**config.mk**
```make
export PLATFORM = sky130hd
export DESIGN_NAME = vga_timing_gen_flat
export DESIGN_NICKNAME = d
export VERILOG_FILES = /design/src/rtl/vga_timing_gen_if.sv /design/src/rtl/vga_timing_gen.sv /design/src/flat_wrapper.sv
export SDC_FILE = /design/constraint.sdc
export NUM_CORES = 1
export LEC_CHECK = 0
export CORE_UTILIZATION = 43
export DETAILED_ROUTE_END_ITERATION = 10
export GPL_ROUTABILITY_DRIVEN = 1
export HOLD_SLACK_MARGIN = 0.03
export MAX_ROUTING_LAYER = met4
export PLACE_DENSITY = 0.79
export SLEW_MARGIN = 20
export SYNTH_ARGS = -nofsm -noshare
export SYNTH_HDL_FRONTEND = slang
export SYNTH_SLANG_ARGS = --single-unit
export TNS_END_PERCENT = 30
```
**constraint.sdc**
```tcl
create_clock -name CLOCK_50 -period 2.3 [get_ports CLOCK_50]
set_input_delay 0.69 -clock CLOCK_50 [delete_from_list [all_inputs] [get_ports CLOCK_50]]
set_output_delay 0.69 -clock CLOCK_50 [all_outputs]
set_load 0.02 [all_outputs]
```
**src/rtl/vga_timing_gen_if.sv**
```systemverilog
// Pixel request bus between the raster generator and its pixel source.
// The generator publishes the raster position; the source returns RGB some ticks later.
interface vga_timing_gen_if;
  logic [10:0] req_x;
  logic [9:0]  req_y;
  logic        req_valid;
  logic [7:0]  pixel_r;
  logic [7:0]  pixel_g;
  logic [7:0]  pixel_b;

  modport master (
    output req_x, req_y, req_valid,
    input  pixel_r, pixel_g, pixel_b
  );

  modport slave (
    input  req_x, req_y, req_valid,
    output pixel_r, pixel_g, pixel_b
  );
endinterface

```
**src/rtl/vga_timing_gen.sv**
```systemverilog
// Parametrised VGA raster generator: pixel-clock divider, H/V counters, sync decode,
// a delay chain matching the pixel-source latency and an aligned output register.
module vga_timing_gen #(
  parameter int unsigned CLK_DIV  = 2,
  parameter int unsigned H_VIS    = 640,
  parameter int unsigned H_FP     = 16,
  parameter int unsigned H_SYNC   = 96,
  parameter int unsigned H_BP     = 48,
  parameter int unsigned V_VIS    = 480,
  parameter int unsigned V_FP     = 10,
  parameter int unsigned V_SYNC   = 2,
  parameter int unsigned V_BP     = 33,
  parameter bit          H_POL    = 1'b0,
  parameter bit          V_POL    = 1'b0,
  parameter int unsigned PIPE_DLY = 0
) (
  input  logic                    CLOCK_50,
  input  logic                    RESET,
  vga_timing_gen_if.master        pix,
  output logic                    line_start,
  output logic                    frame_start,
  output logic                    VGA_CLK,
  output logic                    VGA_HS,
  output logic                    VGA_VS,
  output logic                    VGA_BLANK_N,
  output logic                    VGA_SYNC_N,
  output logic [7:0]              VGA_R,
  output logic [7:0]              VGA_G,
  output logic [7:0]              VGA_B
);

  localparam int unsigned H_TOT    = H_VIS + H_FP + H_SYNC + H_BP;
  localparam int unsigned V_TOT    = V_VIS + V_FP + V_SYNC + V_BP;
  localparam int unsigned H_SS     = H_VIS + H_FP;
  localparam int unsigned H_SE     = H_SS + H_SYNC;
  localparam int unsigned V_SS     = V_VIS + V_FP;
  localparam int unsigned V_SE     = V_SS + V_SYNC;
  localparam int unsigned DIV_W    = $clog2(CLK_DIV);

  typedef struct packed {
    logic de;
    logic hs;
    logic vs;
  } ctl_t;

  logic [DIV_W-1:0] div_cnt;
  logic [DIV_W-1:0] div_nxt;
  logic             pix_ce;
  logic [10:0]      h_cnt;
  logic [9:0]       v_cnt;
  logic             h_last;
  logic             v_last;
  ctl_t             ctl_now;
  ctl_t             ctl_tail;

  // Pixel clock divider; VGA_CLK is registered from the next divider value so it
  // stays glitch-free and rises halfway through each pixel.
  assign pix_ce  = (div_cnt == DIV_W'(CLK_DIV - 1));
  assign div_nxt = pix_ce ? '0 : div_cnt + DIV_W'(1);

  // NOTE: sequential state uses non-blocking assignments so every flop samples pre-edge values.
  always_ff @(posedge CLOCK_50) begin
    if (RESET) begin
      div_cnt <= '0;
      VGA_CLK <= 1'b0;
    end else begin
      div_cnt <= div_nxt;
      VGA_CLK <= (div_nxt >= DIV_W'(CLK_DIV / 2));
    end
  end

  assign h_last = (h_cnt == 11'(H_TOT - 1));
  assign v_last = (v_cnt == 10'(V_TOT - 1));

  always_ff @(posedge CLOCK_50) begin
    if (RESET) begin
      h_cnt <= '0;
      v_cnt <= '0;
    end else if (pix_ce) begin
      if (h_last) begin
        h_cnt <= '0;
        v_cnt <= v_last ? '0 : v_cnt + 10'd1;
      end else begin
        h_cnt <= h_cnt + 11'd1;
      end
    end
  end

  assign pix.req_x     = h_cnt;
  assign pix.req_y     = v_cnt;
  assign pix.req_valid = ctl_now.de;

  // Raw decode of the current position; polarity is applied only at the pins.
  assign ctl_now.de = (h_cnt < 11'(H_VIS)) && (v_cnt < 10'(V_VIS));
  assign ctl_now.hs = (h_cnt >= 11'(H_SS)) && (h_cnt < 11'(H_SE));
  assign ctl_now.vs = (v_cnt >= 10'(V_SS)) && (v_cnt < 10'(V_SE));

  // Delay the control decode by the pixel-source latency so it meets the returned data.
  generate
    if (PIPE_DLY == 0) begin : g_no_dly
      assign ctl_tail = ctl_now;
    end else begin : g_dly
      ctl_t chain [PIPE_DLY];

      // NOTE: this array is reset on purpose; stale entries would leak onto the sync pins.
      always_ff @(posedge CLOCK_50) begin
        if (RESET) begin
          for (int i = 0; i < int'(PIPE_DLY); i++) chain[i] <= '0;
        end else if (pix_ce) begin
          chain[0] <= ctl_now;
          for (int i = 1; i < int'(PIPE_DLY); i++) chain[i] <= chain[i-1];
        end
      end

      assign ctl_tail = chain[PIPE_DLY-1];
    end
  endgenerate

  // Output register: sync, blank and colour all switch on the same pixel tick.
  always_ff @(posedge CLOCK_50) begin
    if (RESET) begin
      VGA_BLANK_N <= 1'b0;
      VGA_HS      <= ~H_POL;
      VGA_VS      <= ~V_POL;
      VGA_R       <= '0;
      VGA_G       <= '0;
      VGA_B       <= '0;
    end else if (pix_ce) begin
      VGA_BLANK_N <= ctl_tail.de;
      VGA_HS      <= ctl_tail.hs ^ ~H_POL;
      VGA_VS      <= ctl_tail.vs ^ ~V_POL;
      VGA_R       <= ctl_tail.de ? pix.pixel_r : '0;
      VGA_G       <= ctl_tail.de ? pix.pixel_g : '0;
      VGA_B       <= ctl_tail.de ? pix.pixel_b : '0;
    end
  end

  // Wrap pulses land in the clock right after the wrapping tick, one clock wide.
  always_ff @(posedge CLOCK_50) begin
    if (RESET) begin
      line_start  <= 1'b0;
      frame_start <= 1'b0;
    end else begin
      line_start  <= pix_ce && h_last;
      frame_start <= pix_ce && h_last && v_last;
    end
  end

  assign VGA_SYNC_N = 1'b0;

endmodule
```
**src/flat_wrapper.sv**
```systemverilog
// flat-port wrapper written by rule: the top's interface ports become plain ports
module vga_timing_gen_flat 
#(
  parameter int unsigned CLK_DIV  = 2,
  parameter int unsigned H_VIS    = 640,
  parameter int unsigned H_FP     = 16,
  parameter int unsigned H_SYNC   = 96,
  parameter int unsigned H_BP     = 48,
  parameter int unsigned V_VIS    = 480,
  parameter int unsigned V_FP     = 10,
  parameter int unsigned V_SYNC   = 2,
  parameter int unsigned V_BP     = 33,
  parameter bit          H_POL    = 1'b0,
  parameter bit          V_POL    = 1'b0,
  parameter int unsigned PIPE_DLY = 0
)
  (CLOCK_50, RESET, line_start, frame_start, VGA_CLK, VGA_HS, VGA_VS, VGA_BLANK_N, VGA_SYNC_N, VGA_R, VGA_G, VGA_B, pix_req_x, pix_req_y, pix_req_valid, pix_pixel_r, pix_pixel_g, pix_pixel_b);
  vga_timing_gen_if pix_i ();
  input  logic CLOCK_50;
  input  logic RESET;
  output logic line_start;
  output logic frame_start;
  output logic VGA_CLK;
  output logic VGA_HS;
  output logic VGA_VS;
  output logic VGA_BLANK_N;
  output logic VGA_SYNC_N;
  output logic [7:0] VGA_R;
  output logic [7:0] VGA_G;
  output logic [7:0] VGA_B;
  output wire logic [$bits(pix_i.req_x)-1:0] pix_req_x;
  output wire logic [$bits(pix_i.req_y)-1:0] pix_req_y;
  output wire logic [$bits(pix_i.req_valid)-1:0] pix_req_valid;
  input wire logic [$bits(pix_i.pixel_r)-1:0] pix_pixel_r;
  input wire logic [$bits(pix_i.pixel_g)-1:0] pix_pixel_g;
  input wire logic [$bits(pix_i.pixel_b)-1:0] pix_pixel_b;
  assign pix_req_x = pix_i.req_x;
  assign pix_req_y = pix_i.req_y;
  assign pix_req_valid = pix_i.req_valid;
  assign pix_i.pixel_r = pix_pixel_r;
  assign pix_i.pixel_g = pix_pixel_g;
  assign pix_i.pixel_b = pix_pixel_b;
  vga_timing_gen #(.CLK_DIV(CLK_DIV), .H_VIS(H_VIS), .H_FP(H_FP), .H_SYNC(H_SYNC), .H_BP(H_BP), .V_VIS(V_VIS), .V_FP(V_FP), .V_SYNC(V_SYNC), .V_BP(V_BP), .H_POL(H_POL), .V_POL(V_POL), .PIPE_DLY(PIPE_DLY)) u_core (.CLOCK_50(CLOCK_50), .RESET(RESET), .pix(pix_i), .line_start(line_start), .frame_start(frame_start), .VGA_CLK(VGA_CLK), .VGA_HS(VGA_HS), .VGA_VS(VGA_VS), .VGA_BLANK_N(VGA_BLANK_N), .VGA_SYNC_N(VGA_SYNC_N), .VGA_R(VGA_R), .VGA_G(VGA_G), .VGA_B(VGA_B));
endmodule
```
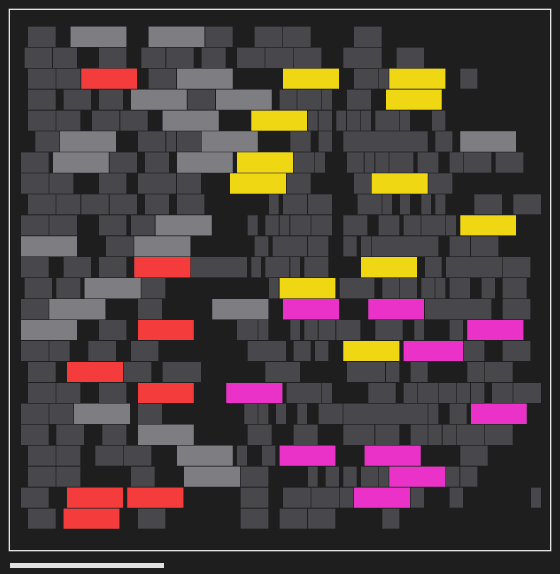
Run 1: sequential cells grouped by signal name
The bar under the picture is 20 um long. Other sequential cells in the stronger gray, the rest of the logic in the fainter gray.
Key: u_core.pix.req_x = yellow [sequential cells 11]; u_core.pix.req_y = magenta [sequential cells 10]; u_core.VGA_B = red [sequential cells 8]
Another 22 sequential cells are not colored.

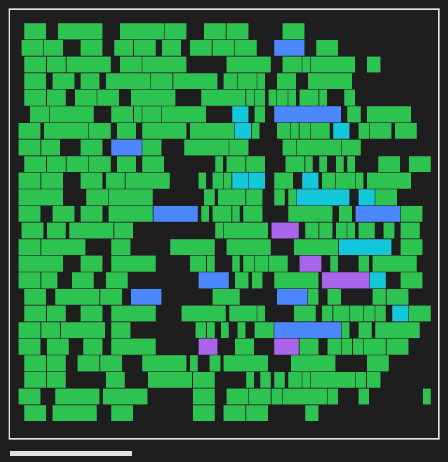
Run 1: sizing map
The bar under the picture is 20 um long.
Key: x2 = purple [cells 5, share 1.8%]; x1 and smaller = green [cells 259, share 91%]; x3 and x4 = cyan [cells 11, share 3.9%]; x6 and larger = blue [cells 9, share 3.2%]

==> flow_summary.ini, run 1 <==
; yosys + openroad results
[detailed_routing]
drt-wirelength-per-cell_um = 14.2
num_vias = 1788
viasPerCell = 5.32
first_pass_iters = 4
detail-route-antenna-nets = 0
drt_wl_total_mm = 4.77
drc = 0
detail_route.iter0.violations = 101

[final_timing]
setup_ws_ps = 81.5
period_needed_ps = 2220
max_freq_mhz = 451
fin_crit_sh_pct = 96.5
setup_violations = 0
maxSlewViolCount = 0
finalHoldWorstSlack_ps = 470
finalHoldViolations = 0
finalSetupTns_ps = 0
fin_worst_skew_ps = 2.94
grt_setup_unrepaired = false

[critical_path]
start_kind = register
slowest_delay_ps = 680
cp_top_family = buffers and inverters
crit_type = reg2out
crit_buf_inv = 1
cp_slowest_cell = clkdlybuf4s50_1
end_kind = output port
cp_data_required_time_ps = 1610
path_max_fanout = 9
arrival_ps = 1530
crit_chain = clkdlybuf4s50_1

[clock_network]
cts_max_path_buffers = 2
cts_tree = yes
cts_sinks = 51
h-tree-depth = 2
clk_latency_ps = 310
root_buffer = clkbuf_8
cts_inserted_buffers = 5
clk_pin_slew_ps = 90

[synthesis]
synth-seq-area-share_pct = 51.2
synth.area.top_cells = dfxtp_1 51%, a22o_1 11%, nor2_1 3.2%
ys_types = 35
avgSynthCellArea_sq_um = 10.0
ys_seq_elements = 51
top_area_cell = dfxtp_1
top_area_share_pct = 51.2
yosysChipArea_sq_um = 2000
ys_cells = 199
synth_cells = 199
fp_nets = 228
syn_area_sq_um = 2000
synth-warning-count = 0

[power]
power.density_nw_per_um2 = 624
p_total_mw = 1.89
p_leak_nw = 1.12
ir_drop_mv = 0.416

[run]
tool_warnings = 27
cap_violations = 0

[die]
core_util_floorplan_pct = 45.2
die_area_sq_um = 4920
die_w_um = 70.1
dieHeight_um = 70.1
ioPinCount = 79

[global_routing]
grt_util_met1_pct = 25.4
busiest_layer = met2
grt_use_met3_pct = 5.34
grt_pass1_vias = 1721
grt_first_pass_wirelength_mm = 7.87
grt_use_total_pct = 20.6
overflow = 0
antenna_found_initial = 0
use_met2_pct = 32.5
grt_max_degree = 27

[placement]
placedCellCount = 326
dp_hpwl_mm = 3.30
place_area_sq_um = 2880
gp_congestion = 0.756
place_ws_ps = 173
portBuffers = 77

[hold_path]
hold_path_class = reg2reg

[cells_and_area]
syn2layout_area_growth_pct = 51.5
antennaDiodeCount = 0
fin_cells = 336
drive_above_1_share_pct = 8.80
design_area_sq_um = 3020
nets = 312

[status]
status = complete, no violations
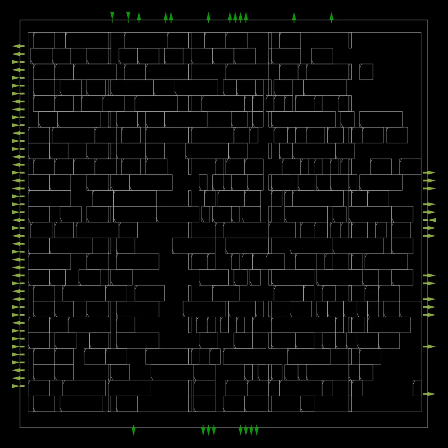
Run 1: placement view
# rows: 24
flop share of the area: 33.8%
Layout Utilization: 68.5%
Core Region: 4410 sq um

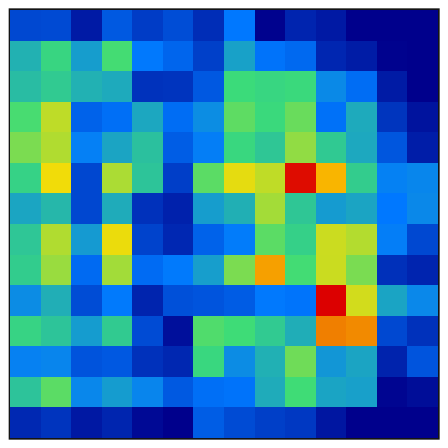
Run 1: wire density map
14 x 14 tiles, from dark blue (low) to red (high), scaled to the fullest tile. Values are wire area over tile area, all layers added.
The emptiest ninth of the die: north-east. 6.6% of the tiles are nearly empty. The fullest tile reaches 0.51. 19% of the tiles are over half the peak. The mean over all tiles is 0.16.

## run 1: sequential cells by signal, summed over array words and instances (netlist names)
name,count
u_core.line_start,1
u_core.VGA_B,8
u_core.VGA_R,8
u_core.VGA_VS,1
u_core.VGA_HS,1
u_core.frame_start,1
u_core.VGA_G,8
u_core.pix.req_y,10
u_core.pix.req_x,11
u_core.div_cnt,1
u_core.VGA_BLANK_N,1
## run 1: cells in the final DEF, fill, tap and decap left out, types with 2 or more instances in the layout
cell type	Yosys	routed
clkdlybuf4s50_1	0	76
buf_4	1	9
a22o_1	24	24
nor3_1	5	5
inv_1	6	6
nor4_1	2	2
nor4b_4	1	2
o21ai_0	7	7
a21oi_1	9	9
buf_12	0	2
nand2_1	9	9
ha_1	3	3
xor2_1	5	5
and4_1	6	6
nand3_1	7	7
xnor2_1	7	7
or3_1	7	7
nand4_1	8	8
clkbuf_8	0	5
dfxtp_1	51	50
bufinv_16	0	2
nor2_1	17	17
## run 1: where the power goes
part           internal, mW  switching, mW
clock network         0.435          0.293
registers             0.914         0.0196
logic                 0.127         0.0996
## run 1: routing by layer
layer  vias to the layer above  routed length [um]  share of wire [%]
met5                         -                   0                  0
met4                         0                  81                1.7
met3                         9                 383                8.0
met2                        88                2170                 45
met1                       801                2130                 45
li1                        890                   -                  -
## run 1: timing repair
item	CTS	global route
hold endpoints to repair	0	0
buffers inserted	0	2
pin swaps	0	1
gates resized	1	1
hold buffers	0	0
endpoints found under the setup margin	1	1
## run 1: cell usage after synthesis
master     n
buf_4      1
or4_1      1
a22o_1    24
nand2_1    9
a21oi_1    9
nor4b_2    1
nand4_1    8
ha_1       3
o31ai_1    1
nand4_2    1
or3_1      7
xor2_1     5
nor3_1     5
nor2b_1    1
clkbuf_1   5
a21o_1     1
or2b_1     1
dfxtp_1   51
buf_2      4
buf_6      1
o21bai_2   1
nor2_1    17
inv_1      6
conb_1     1
and4_1     6
or4b_2     1
nor4b_4    1
xnor2_1    7
o21bai_1   1
or3b_2     1
nand3_1    7
nor4bb_1   1
a31oi_1    1
nor4_1     2
o21ai_0    7
## run 1: cells by family (layout without fill, tap and decap cells)
kind of cell / after synthesis / in the layout / synth area share (%)
AOI/OAI and AO/OA: 45 / 45 / 16.6
adders and majority gates: 3 / 3 / 1.88
other: 1 / 1 / 0.188
and+or+nand+nor: 70 / 70 / 20.9
DFF: 51 / 51 / 51.2
xor gates and xnor gates: 12 / 12 / 5.27
buffers and inverters: 17 / 102 / 4.01
## run 1: final cells by class
type / count / area (sq um)
fillers: 352 / 1390
well taps: 52 / 65.1
flip-flops and latches: 51 / 1020
clock inverters: 2 / 60.1
multi-input cells: 131 / 903
inverters: 6 / 22.5
clock buffers: 6 / 72.6
repair buffers: 88 / 877
## run 1: worst paths after layout
kind / startpoint / to / slack (ps) / depth (start not counted)
setup / recovery: u_core.pix.req_x[5] / pix_req_x[5] / 80 / 1
hold / removal: u_core.VGA_BLANK_N / u_core.VGA_BLANK_N / 470 / 1
setup reg to reg: u_core.pix.req_x[5] / u_core.pix.req_y[9] / 280 / 4
hold reg to reg: u_core.VGA_BLANK_N / u_core.VGA_BLANK_N / 470 / 1
==> run 2: changes to the inputs <==
==> constraint.sdc (replaced) <==
create_clock -name CLOCK_50 -period 2.3 [get_ports CLOCK_50]
set_input_delay 0.345 -clock CLOCK_50 [delete_from_list [all_inputs] [get_ports CLOCK_50]]
set_output_delay 0.345 -clock CLOCK_50 [all_outputs]
set_load 0.02 [all_outputs]
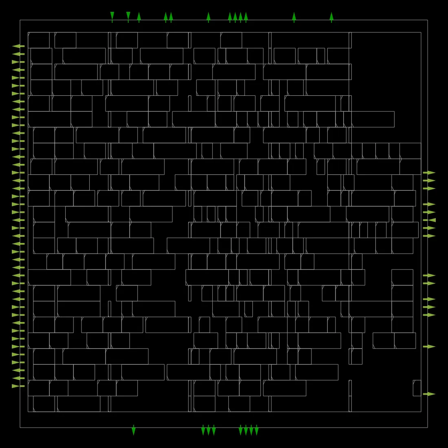
Run 2: placement view
Tap Cells: 52
Layout Utilization: 66.6%
flop share of the area: 34.7%
non-filler cells, final: 334
Fillers: 368

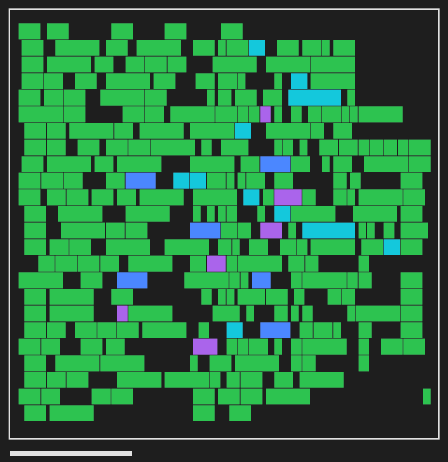
Run 2: sizing map
The bar under the picture is 20 um long.
Key: x2 = purple [cells 6, share 2.1%]; x3 and x4 = cyan [cells 11, share 3.9%]; x1 and smaller = green [cells 259, share 92%]; x6 and larger = blue [cells 6, share 2.1%]
area delta synth->final: 47.3%
final instance area: 2940 sq um
Buffers excl. clock: 86

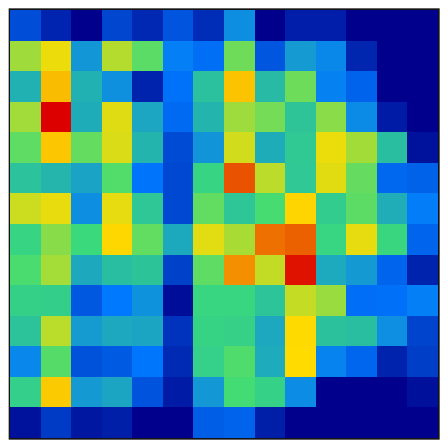
Run 2: wire density map
14 x 14 tiles, from dark blue (low) to red (high), scaled to the fullest tile. Values are wire area over tile area, all layers added.
10% of the tiles are nearly empty. 29% of the tiles are over half the peak. The fullest tile reaches 0.41.

==> flow_summary.ini, run 2 <==
; yosys + openroad results
[status]
status = complete, no violations

[detailed_routing]
detail-route-antenna-nets = 0
num_vias = 1791
drc = 0
viasPerCell = 5.36
drt_wl_total_mm = 4.55
first_pass_iters = 4
drt-wirelength-per-cell_um = 13.6
detail_route.iter0.violations = 108

[synthesis]
ys_cells = 199
synth_top_cell_by_count = dfxtp_1
ys_sh_aoi_pct = 16.6
synth.area.top_cells = dfxtp_1 51%, a22o_1 11%, nor2_1 3.2%
top_area_share_pct = 51.2
avgSynthCellArea_sq_um = 10.0
top_cells_by_count = 51 x dfxtp_1, 24 x a22o_1, 17 x nor2_1
synthTopLogicFamily = simple AND/OR/NAND/NOR gates
async_reset_ff_share_pct = 0
ys_types = 35
ys_sh_xor_pct = 5.27
simple_gate_area_share_pct = 20.9
edf_count = 0
ys_seq_elements = 51
adder_share_pct = 1.88
syn_area_sq_um = 2000
synth-warning-count = 0
fp_nets = 228
top_area_cell = dfxtp_1
synth_cells = 199
yosysChipArea_sq_um = 2000
yosys_most_used_dff = dfxtp_1
mux_share_pct = 0
synth-seq-area-share_pct = 51.2

[final_timing]
finalHoldWorstSlack_ps = 457
max_freq_mhz = 489
finalSetupTns_ps = 0
maxSlewViolCount = 0
fin_worst_skew_ps = 6.46
grt_setup_unrepaired = false
setup_violations = 0
finalHoldViolations = 0
fin_crit_sh_pct = 89.0
period_needed_ps = 2050

[clock_network]
root_buffer = clkbuf_8
cts_inserted_buffers = 5
h-tree-depth = 2
cts_setup_buffers = 0
cts_sinks = 51
clk_pin_slew_ps = 90
clk_latency_ps = 300
cts_max_path_buffers = 2
postCtsHoldBufs = 0
cts_tree = yes

[power]
p_switching_uw = 413
ir_drop_mv = 0.467
p_clk_share_pct = 30.7
combPwrFrac_pct = 13.2
p_leak_nw = 1.09
seq_power_share_pct = 56.1
p_int_mw = 1.25
power.density_nw_per_um2 = 565
swShare_pct = 24.8

[cells_and_area]
final_cell_mix = 76 x clkdlybuf4s50_1, 51 x dfxtp_1, 24 x a22o_1, 17 x nor2_1
nets = 310
final_common_cell = clkdlybuf4s50_1
drive_above_1_share_pct = 8.16
antennaDiodeCount = 0
largest_reg_flops = 11

[global_routing]
antenna_found_initial = 0
overflow = 0
grt_pass1_vias = 1662
grt_max_degree = 27
grt_first_pass_wirelength_mm = 7.69
grt_use_total_pct = 19.6

[die]
die_w_um = 70.1
ioPinCount = 79
dieHeight_um = 70.1
core_sq_um = 4410
std_cell_rows = 24
die_area_sq_um = 4920
core_util_floorplan_pct = 45.2

[critical_path]
start_kind = register
crit_type = reg2reg
arrival_ps = 2230
cp_data_required_time_ps = 2480
end_kind = register
path_max_fanout = 12

[hold_path]
hold_path_class = reg2reg

[placement]
dp_hpwl_mm = 3.28
gp_congestion = 0.801
placedCellCount = 326
portBuffers = 77
place_area_sq_um = 2850

[run]
tool_warnings = 27
cap_violations = 0
-- run 2: cell counts after synthesis --
Identical to the previous run, type by type.
-- run 2: final cells by class --
| type | instances | area, sq um | share of cell area [%] |
|---|---|---|---|
| multi-input cells | 131 | 903 | 30.7 |
| flip-flops and latches | 51 | 1020 | 34.7 |
| repair buffers | 86 | 841 | 28.6 |
| clock buffers | 5 | 68.8 | 2.34 |
| well taps | 52 | 65.1 | 2.21 |
| clock inverters | 3 | 18.8 | 0.638 |
| inverters | 6 | 22.5 | 0.766 |
-- run 2: stage by stage --
step	total power, mW	util [%]	worst slack [ps]
2_1_floorplan	1.05	-	465
3_3_place_gp	1.17	64.6	379
3_5_place_dp	1.17	64.6	284
4_1_cts	1.68	66.6	151
5_1_grt	1.73	66.6	77.8
6_report	1.66	66.6	254
-- run 2: path summary, 6_finish.rpt --
path	from	to	slack, ps	cells past startpoint
hold / removal	u_core.VGA_BLANK_N	u_core.VGA_BLANK_N	460	1
setup / recovery	u_core.pix.req_x[1]	u_core.pix.req_y[0]	250	6
setup reg to reg	u_core.pix.req_x[1]	u_core.pix.req_y[0]	250	6
hold reg to reg	u_core.VGA_BLANK_N	u_core.VGA_BLANK_N	460	1
-- run 2: layer usage --
metal	wire [um]	track usage [%]	share of wire, %
met5	0	-	0
met3	343	5.19	7.5
met2	1990	29.9	44
met1	2150	25.3	47
met4	65	6.67	1.4
-- run 2: logic make-up (layout without fill, tap and decap cells) --
| group | Yosys count | count (layout) |
|---|---|---|
| simple gates | 70 | 70 |
| flops | 51 | 51 |
| compound gates | 45 | 45 |
| buf+inv | 17 | 100 |
| xor+xnor | 12 | 12 |
| fa+ha+maj | 3 | 3 |
| other cells | 1 | 1 |
-- run 2: repair_timing --
item,CTS,global route
setup endpoints to repair,0,1
endpoints found under the hold margin,0,0
gates resized,0,1
-- run 2: critical path, stage by stage (launching register included) --
cell	delay (ps)
dfxtp_1	420
ha_1	210
and4_1	300
nand4_2	270
buf_4	260
o21bai_2	370
nor2_1	100
-- run 2: power by group through the flow --
| stage | Clock [mW] | Sequential [mW] | Combinational, mW |
|---|---|---|---|
| detailed placement | 0 | 0.951 | 0.221 |
| CTS | 0.523 | 0.932 | 0.221 |
| global route | 0.563 | 0.936 | 0.233 |
| global placement | 0 | 0.951 | 0.218 |
| finish | 0.510 | 0.932 | 0.220 |
| floorplan | 0 | 0.991 | 0.0562 |
==> run 3: changes to the inputs <==
CORE_MARGIN = 4   (was default)
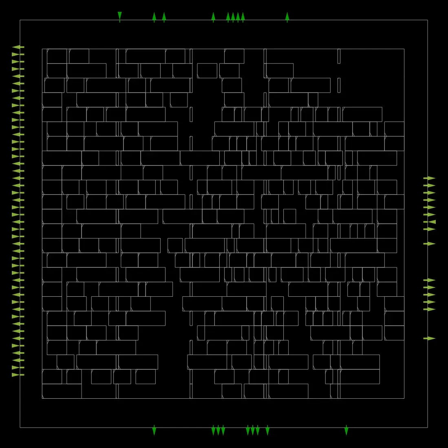
Run 3: placement view
Fillers: 373
Layout Utilization: 66.6%
sequential cells: 51
flop share of the area: 34.7%

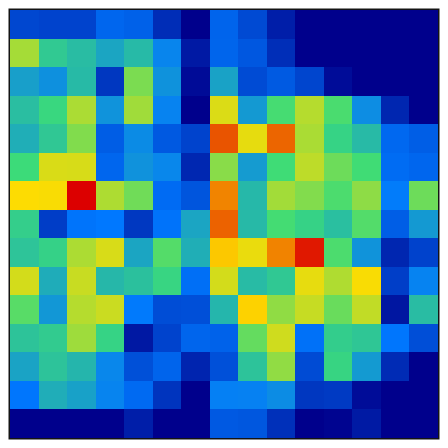
Run 3: wire density map
15 x 15 tiles, from dark blue (low) to red (high), scaled to the fullest tile. Values are wire area over tile area, all layers added.
The emptiest ninth of the die: north-east. 27% of the tiles are over half the peak. The mean over all tiles is 0.14. The fullest tile reaches 0.42. 13% of the tiles are nearly empty.
vias: 1801
All-Layer GR Usage: 17.4%

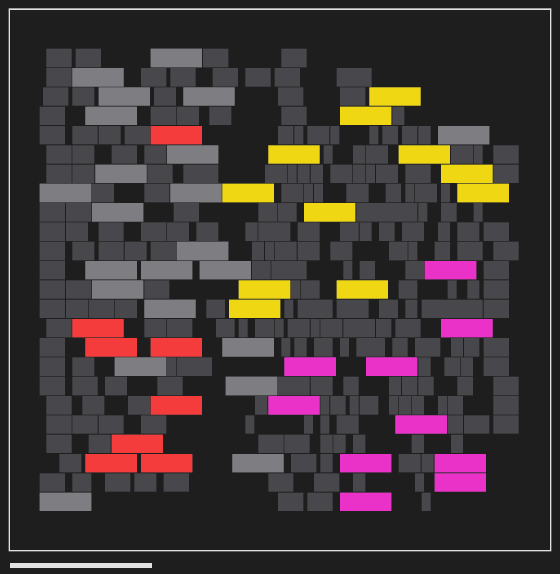
Run 3: sequential cells grouped by signal name
The bar under the picture is 20 um long. Other sequential cells in the stronger gray, the rest of the logic in the fainter gray.
Key: u_core.VGA_B = red [sequential cells 8]; u_core.pix.req_y = magenta [sequential cells 10]; u_core.pix.req_x = yellow [sequential cells 11]
Another 22 sequential cells are not colored.

==> flow_summary.ini, run 3 <==
; yosys + openroad results
[die]
die_w_um = 76.1
core_util_floorplan_pct = 45.2
core_sq_um = 4410
die_area_sq_um = 5800
dieHeight_um = 76.1
std_cell_rows = 24
ioPinCount = 79

[clock_network]
cts_inserted_buffers = 5
clk_pin_slew_ps = 90
postCtsHoldBufs = 0
cts_resized = 0
h-tree-depth = 2
root_buffer = clkbuf_8
cts_max_path_buffers = 2
clk_latency_ps = 310
cts_sinks = 51
cts_setup_buffers = 0
cts_tree = yes

[synthesis]
synth_cells = 199
synth-warning-count = 0
synth_top_cell_by_count = dfxtp_1
ys_cells = 199
top_cells_by_count = 51 x dfxtp_1, 24 x a22o_1, 17 x nor2_1
avgSynthCellArea_sq_um = 10.0
edf_count = 0
synth.area.top_cells = dfxtp_1 51%, a22o_1 11%, nor2_1 3.2%
yosysChipArea_sq_um = 2000
fp_nets = 228
syn_area_sq_um = 2000
top_area_cell = dfxtp_1
async_reset_ff_share_pct = 0
yosys_most_used_dff = dfxtp_1
ys_seq_elements = 51
top_area_share_pct = 51.2
ys_types = 35
synth-seq-area-share_pct = 51.2

[placement]
portBuffers = 77
place_ws_ps = 437
place_area_sq_um = 2850
dp_hpwl_mm = 3.57
gp_congestion = 0.840

[final_timing]
finalHoldViolations = 0
max_freq_mhz = 470
setup_violations = 0
grt_setup_unrepaired = false
period_needed_ps = 2130
maxSlewViolCount = 0
setup_ws_ps = 173
fin_worst_skew_ps = 8.78
fin_crit_sh_pct = 92.5
finalSetupTns_ps = 0
finalHoldWorstSlack_ps = 471

[detailed_routing]
drt_wl_total_mm = 4.88
first_pass_iters = 4
viasPerCell = 5.39
drc = 0
detail-route-antenna-nets = 0
detail_route.iter0.violations = 91
drt-wirelength-per-cell_um = 14.6

[global_routing]
grt_pass1_vias = 1746
overflow = 0
grt_max_degree = 27
grt_first_pass_wirelength_mm = 8.22
antenna_found_initial = 0

[cells_and_area]
syn2layout_area_growth_pct = 47.3
antennaDiodeCount = 0
final_common_cell = clkdlybuf4s50_1
design_area_sq_um = 2940
final_cell_mix = 77 x clkdlybuf4s50_1, 51 x dfxtp_1, 24 x a22o_1, 17 x nor2_1
nets = 310
drive_above_1_share_pct = 7.80
largest_reg_flops = 11

[critical_path]
path_max_fanout = 7
cp_data_required_time_ps = 1960
end_kind = output port
rrSetupSlack_ps = 450
arrival_ps = 1780
crit_type = reg2out
r2r_cells = 5
start_kind = register

[power]
p_leak_nw = 1.09
ir_drop_mv = 0.404
power.density_nw_per_um2 = 570

[run]
cap_violations = 0
tool_warnings = 27

[hold_path]
hold_path_class = reg2reg
worstHoldPathCells = 1

[status]
status = complete, no violations
-- run 3: kinds of logic (layout without fill, tap and decap cells) --
kind of cell	count (synthesis)	after routing	synth area share (%)
AOI/OAI and AO/OA	45	45	16.6
xor gates and xnor gates	12	12	5.27
adders and majority gates	3	3	1.88
buffers and inverters	17	100	4.01
DFF	51	51	51.2
other	1	1	0.188
and+or+nand+nor	70	70	20.9
-- run 3: critical path, stage by stage (launching register included) --
cell and delay, ps:
dfxtp_1 400, o21ai_0 200, nand2_1 120, nor3_1 140, clkdlybuf4s50_1 620
-- run 3: cell type report --
| class | instances | area, sq um |
|---|---|---|
| Fill cell | 373 | 1480 |
| Sequential cell | 51 | 1020 |
| Multi-Input combinational cell | 131 | 903 |
| Timing Repair Buffer | 86 | 838 |
| Clock buffer | 6 | 72.6 |
| Tap cell | 52 | 65.1 |
| Inverter | 6 | 22.5 |
| Clock inverter | 2 | 16.3 |
-- run 3: metrics by stage --
stage / total power [mW] / instances
global placement: 1.17 / 326
finish: 1.68 / 334
CTS: 1.69 / 334
floorplan: 1.05 / 199
global route: 1.74 / 334
detailed placement: 1.17 / 326
-- run 3: path summary, 6_finish.rpt --
kind / from / end
min: u_core.VGA_BLANK_N / u_core.VGA_BLANK_N
max: u_core.pix.req_x[7] / pix_req_valid
max reg2reg: u_core.pix.req_x[5] / u_core.pix.req_y[3]
min reg2reg: u_core.VGA_BLANK_N / u_core.VGA_BLANK_N
-- run 3: power by group --
| group | switching, mW | internal, mW |
|---|---|---|
| clock | 0.303 | 0.219 |
| sequential | 0.0165 | 0.914 |
| combinational | 0.102 | 0.122 |
| total | 0.422 | 1.25 |
-- run 3: layer usage --
metal  wire, um  vias to the layer above  share of wire (%)  track usage, %
met3        550                        6                 11            7.80
met5          0                        -                  0               -
met4         62                        0                1.3            5.24
met2       2090                       83                 43            25.6
li1           -                      888                  -               -
met1       2180                      824                 45            21.5
No activity file was given, so power comes from the tool's default toggle rates.
